==> config.mk <==
export PLATFORM = sky130hd
export DESIGN_NAME = free_tag_dispatcher_flat
export DESIGN_NICKNAME = d
export VERILOG_FILES = /design/src/rtl/free_tag_dispatcher_if.sv /design/src/rtl/free_tag_dispatcher.sv /design/src/flat_wrapper.sv
export SDC_FILE = /design/constraint.sdc
export NUM_CORES = 1
export LEC_CHECK = 0
export CAP_MARGIN = 5
export CORE_MARGIN = 2
export CORE_UTILIZATION = 28
export DETAILED_ROUTE_END_ITERATION = 10
export GPL_TIMING_DRIVEN = 0
export PLACE_DENSITY = 0.45
export SYNTH_ARGS = -nofsm -noshare
export SYNTH_HDL_FRONTEND = slang
export SYNTH_SLANG_ARGS = --single-unit
==> constraint.sdc <==
create_clock -name Clk -period 7.05 [get_ports Clk]
set_input_delay 1.41 -clock Clk [delete_from_list [all_inputs] [get_ports Clk]]
set_output_delay 1.41 -clock Clk [all_outputs]
set_load 0.01 [all_outputs]
==> src/rtl/free_tag_dispatcher_if.sv <==
// Release/freelist-write bundle for free_tag_dispatcher.
// master: commit side driving released tags and consuming the freelist writes.
// slave : the dispatcher itself.
interface free_tag_dispatcher_if #(
    parameter int TAGWIDE = 7
);
    logic                   RelValid0;
    logic [TAGWIDE-1:0]     RelTag0;
    logic                   RelValid1;
    logic [TAGWIDE-1:0]     RelTag1;
    logic                   RelReady;
    logic [3:0]             FlWable;
    logic [4*TAGWIDE-1:0]   FlDin;
    logic                   Idle;

    modport master (
        output RelValid0, RelTag0, RelValid1, RelTag1,
        input  RelReady, FlWable, FlDin, Idle
    );

    modport slave (
        input  RelValid0, RelTag0, RelValid1, RelTag1,
        output RelReady, FlWable, FlDin, Idle
    );
endinterface

==> src/rtl/free_tag_dispatcher.sv <==
// free_tag_dispatcher: steers up to two released physical tags per cycle into
// four banked freelists (bank = tag[1:0]). Each bank has a small staging FIFO
// that drains one tag per cycle into its freelist write port.
// Optional build macro FREE_TAG_BYPASS_EN: a tag targeting an empty bank is
// written straight to the freelist in the same cycle instead of being staged.
module free_tag_dispatcher #(
    parameter int TAGWIDE   = 7,
    parameter int STAGEDEEP = 4,
    parameter int STAGEPTR  = 2
) (
    input  logic                 Clk,
    input  logic                 Rest,
    input  logic                 Flush,
    free_tag_dispatcher_if.slave rel
);
    localparam int NBANK = 4;
    localparam int CW    = STAGEPTR + 1;

    logic [NBANK-1:0]          bank_room;
    logic [NBANK-1:0]          bank_empty;
    logic [NBANK-1:0]          fl_wable;
    logic [NBANK*TAGWIDE-1:0]  fl_din;
    logic                      rel_ready;
    logic                      acc0;
    logic                      acc1;

    // Room for two more tags in every bank, since both slots may hit one bank.
    assign rel_ready = !Rest && !Flush && (&bank_room);

    // Tag 0 is accepted but never forwarded.
    assign acc0 = rel.RelValid0 && rel_ready && (rel.RelTag0 != '0);
    assign acc1 = rel.RelValid1 && rel_ready && (rel.RelTag1 != '0);

    generate
        for (genvar gi = 0; gi < NBANK; gi++) begin : g_bank
            logic [TAGWIDE-1:0]  mem_reg [STAGEDEEP];
            logic [STAGEPTR-1:0] head_reg;
            logic [STAGEPTR-1:0] tail_reg;
            logic [CW-1:0]       count_reg;
            logic [CW-1:0]       count_next;
            logic                push0;
            logic                push1;
            logic                byp;
            logic                st0;
            logic                st1;
            logic                drain;
            logic [TAGWIDE-1:0]  byp_tag;

            assign push0 = acc0 && (rel.RelTag0[1:0] == 2'(gi));
            assign push1 = acc1 && (rel.RelTag1[1:0] == 2'(gi));

`ifdef FREE_TAG_BYPASS_EN
            // Empty bank: the older arriving tag goes straight out this cycle.
            assign byp = (count_reg == '0) && (push0 || push1) && !Flush;
`else
            assign byp = 1'b0;
`endif
            assign byp_tag = push0 ? rel.RelTag0 : rel.RelTag1;

            // Whatever did not bypass gets staged, slot 0 ahead of slot 1.
            assign st0 = push0 && !byp;
            assign st1 = push1 && !(byp && !push0);

            assign drain = (count_reg != '0) && !Flush && !Rest;

            assign count_next = count_reg + CW'(st0) + CW'(st1) - CW'(drain);

            // Head/tail/count bookkeeping; reset and flush both empty the bank.
            always_ff @(posedge Clk) begin
                if (Rest || Flush) begin
                    head_reg  <= '0;
                    tail_reg  <= '0;
                    count_reg <= '0;
                end else begin
                    tail_reg  <= tail_reg + STAGEPTR'(st0) + STAGEPTR'(st1);
                    if (drain) begin
                        head_reg <= head_reg + STAGEPTR'(1);
                    end
                    count_reg <= count_next;
                end
            end

            // Staging storage; writes are only possible when not in reset/flush.
            always_ff @(posedge Clk) begin
                if (st0) begin
                    mem_reg[tail_reg] <= rel.RelTag0;
                end
                if (st1) begin
                    mem_reg[tail_reg + STAGEPTR'(st0)] <= rel.RelTag1;
                end
            end

            assign bank_room[gi]  = (count_reg <= CW'(STAGEDEEP - 2));
            assign bank_empty[gi] = (count_reg == '0);
            assign fl_wable[gi]   = drain || byp;
            assign fl_din[gi*TAGWIDE +: TAGWIDE] = drain ? mem_reg[head_reg]
                                                 : (byp ? byp_tag : '0);
        end
    endgenerate

    assign rel.RelReady = rel_ready;
    assign rel.FlWable  = fl_wable;
    assign rel.FlDin    = fl_din;
    assign rel.Idle     = Rest || (&bank_empty);
endmodule

==> src/flat_wrapper.sv <==
// flat-port wrapper written by rule: the top's interface ports become plain ports
module free_tag_dispatcher_flat 
#(
    parameter int TAGWIDE   = 7,
    parameter int STAGEDEEP = 4,
    parameter int STAGEPTR  = 2
)
  (Clk, Rest, Flush, rel_RelValid0, rel_RelTag0, rel_RelValid1, rel_RelTag1, rel_RelReady, rel_FlWable, rel_FlDin, rel_Idle);
  free_tag_dispatcher_if #(.TAGWIDE(TAGWIDE)) rel_i ();
  input  logic Clk;
  input  logic Rest;
  input  logic Flush;
  input wire logic [$bits(rel_i.RelValid0)-1:0] rel_RelValid0;
  input wire logic [$bits(rel_i.RelTag0)-1:0] rel_RelTag0;
  input wire logic [$bits(rel_i.RelValid1)-1:0] rel_RelValid1;
  input wire logic [$bits(rel_i.RelTag1)-1:0] rel_RelTag1;
  output wire logic [$bits(rel_i.RelReady)-1:0] rel_RelReady;
  output wire logic [$bits(rel_i.FlWable)-1:0] rel_FlWable;
  output wire logic [$bits(rel_i.FlDin)-1:0] rel_FlDin;
  output wire logic [$bits(rel_i.Idle)-1:0] rel_Idle;
  assign rel_i.RelValid0 = rel_RelValid0;
  assign rel_i.RelTag0 = rel_RelTag0;
  assign rel_i.RelValid1 = rel_RelValid1;
  assign rel_i.RelTag1 = rel_RelTag1;
  assign rel_RelReady = rel_i.RelReady;
  assign rel_FlWable = rel_i.FlWable;
  assign rel_FlDin = rel_i.FlDin;
  assign rel_Idle = rel_i.Idle;
  free_tag_dispatcher #(.TAGWIDE(TAGWIDE), .STAGEDEEP(STAGEDEEP), .STAGEPTR(STAGEPTR)) u_core (.Clk(Clk), .Rest(Rest), .Flush(Flush), .rel(rel_i));
endmodule
Close-up of the layout:
Window x 114 to 144, y 28 to 58 um. Cells in gray, sequential cells in the stronger gray; small squares are vias.
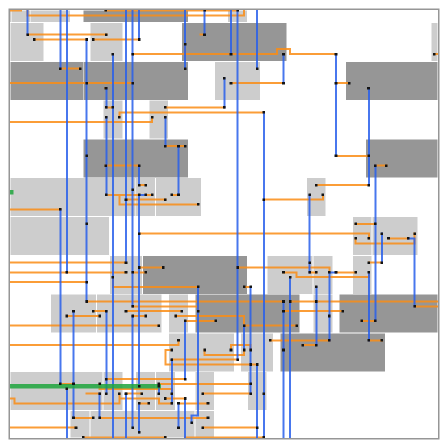
legend:
  blue:
    layer: M2
  green:
    layer: M3
  orange:
    layer: M1
cells with their middle in the window: 41
netlist names of flops here include: u_core.g_bank.head_reg (4), u_core.g_bank.count_reg (2)
most frequent: dfxtp_1 (10), nor2_1 (7), inv_1 (5)
sequential cells in the window: 10

The clock network:
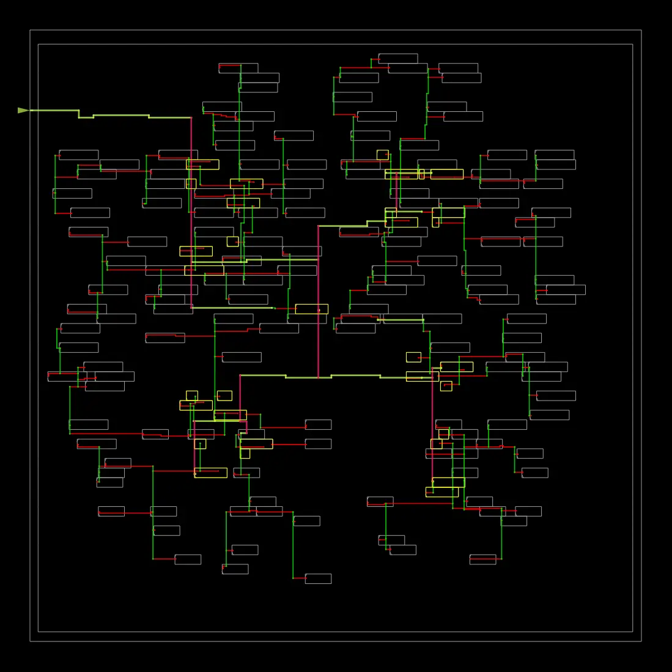
clock-net power: 0.893 mW
clk_lat worst skew: 0.42 ns

Clock wires, drivers and flops:
The bar under the picture is 50 um long.
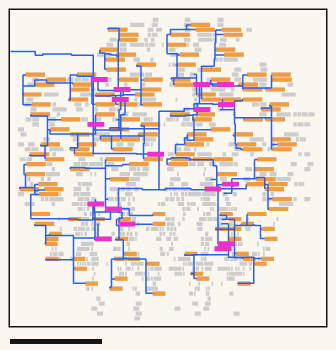
legend:
  magenta:
    item: clock-net drivers
    count: 17
  orange:
    item: flip-flops
    count: 148
  blue:
    item: clock wires
    length: 2080 um
routed clock nets: 18

==> Slide: Implementation Results <==
Synthesis and Place & Route Summary

CTS
  – Clk pin slew, worst setup/hold paths: roughly 0.060 ns

Min path
  – HP Class: reg -> reg

Finish
  – Layout cells sized above 1: roughly 28%
  – Most instantiated logic cells after routing: 112 x edfxtp_1, 80 x mux2_2, 52 x clkdlybuf4s50_1
  – Fillers: roughly 2.7k

Placed design
  – DP Wirelength: 16.29 mm
  – Post-DP Area: around 9000 sq um
  – Setup slack at placement: between 1.5 and 2 ns
  – Gpl congestion: about 0.81

Floorplan
  – # IOs: 53
  – Fp util: between 20 and 30%

Synth
  – # Cells Yosys: approximately 600
  – Synth Cell Area: roughly 8000 sq um
  – Top cell area share: approximately 42%
  – Mapped Cells: 597

STA
  – RSZ-0062 raised after global routing: no
  – Setup WS post-layout: 1.977 ns
  – Crit share post-route: ~70%

Worst setup path
  – Critical path's top delay family: buffers and inverters
  – CP most frequent cell: clkdlybuf4s50_1
  – Stages on worst setup path: 6
  – Critical Path End Type: output port
  – Crit Path Class: in -> out
  – Buf/Inv on CP: 3
  – Critical Path AT: 3.66 ns

Routing
  – Detailed Route Iter0 Violations: 282
  – Routed wire length: around 22 mm
  – DR vias: 5070

Run status
  – Status: complete, no violations

Pwr
  – Peak VDD IR: about 0.00015 V

Global route
  – Grt total ovfl: 0
  – First-pass GRT wire length: around 34 mm
Sequential cells grouped by signal name:
The bar under the picture is 50 um long.
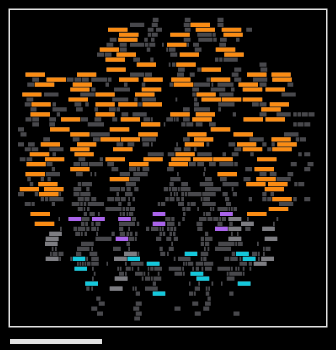
legend:
  cyan:
    netlist_name: u_core.g_bank.count_reg
    flops: 12
  orange:
    netlist_name: u_core.g_bank.mem_reg
    flops: 112
  purple:
    netlist_name: u_core.g_bank.tail_reg
    flops: 8
not colored: 16
Register Area: 4084 sq um
Sequential Power: 0.945 mW
final core utilization: 34.33%

Cell sizes after repair:
The bar under the picture is 50 um long.
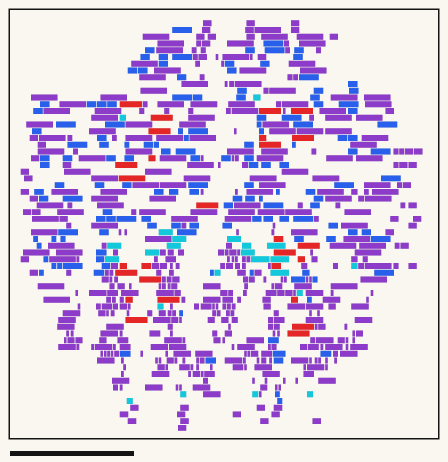
legend:
  cyan:
    size: x3 and x4
    cells: 23
    share: 3.4%
  red:
    size: x6 and larger
    cells: 27
    share: 3.9%
  blue:
    size: x2
    cells: 144
    share: 21%
  purple:
    size: x1 and smaller
    cells: 490
    share: 72%

-- layer usage --
metal	wire (um)	global-route usage, %	vias to the layer above
met2	10890	25.99	98
met1	9541	19.20	2582
met3	806	2.770	28
met5	0	0	-
li1	-	-	2362
met4	338	4.131	0
-- layout make-up --
| type | instances | area, sq um | area share (%) |
|---|---|---|---|
| Tap cell | 378 | 473.0 | 4.946 |
| Buffer | 43 | 191.4 | 2.002 |
| Clock inverter | 15 | 145.1 | 1.518 |
| Sequential cell | 148 | 4084 | 42.71 |
| Multi-Input combinational cell | 379 | 3605 | 37.69 |
| Inverter | 27 | 101.3 | 1.060 |
| Timing Repair Buffer | 55 | 538.0 | 5.626 |
| Clock buffer | 17 | 425.4 | 4.449 |
-- per-stage QoR --
stage | hold slack, ns | std cells
after CTS | 0.5408 | 1060
final | 0.5284 | 1062
after detailed placement | 0.5193 | 1028
after floorplan | 0.4847 | 597
after global routing | 0.5760 | 1062
after global placement | 0.5127 | 1027
-- logic make-up (layout without fill, tap and decap cells) --
group	Yosys count	after routing	share of synthesized area (%)
compound gates	25	25	2.294
xor+xnor	23	23	2.529
fa+ha+maj	24	24	4.525
buf+inv	70	157	3.676
flops	148	148	51.28
mux	108	108	19.23
simple gates	199	199	16.47
-- path summary, 6_finish.rpt --
| path | from | to | slack [ns] |
|---|---|---|---|
| worst max-delay path | Rest | rel_RelReady | 1.98 |
| worst min-delay path | u_core.g_bank[3].head_reg[1] | u_core.g_bank[3].head_reg[1] | 0.53 |
| worst max register to register | u_core.g_bank[1].count_reg[1] | u_core.g_bank[2].mem_reg[1][4] | 3.17 |
| worst min register to register | u_core.g_bank[3].head_reg[1] | u_core.g_bank[3].head_reg[1] | 0.53 |
-- where the power goes --
part	internal, mW	switching (mW)
Sequential	0.943	0.00254
Combinational	0.0568	0.0811
Clock	0.496	0.397
Power and IR drop assume default switching activity.
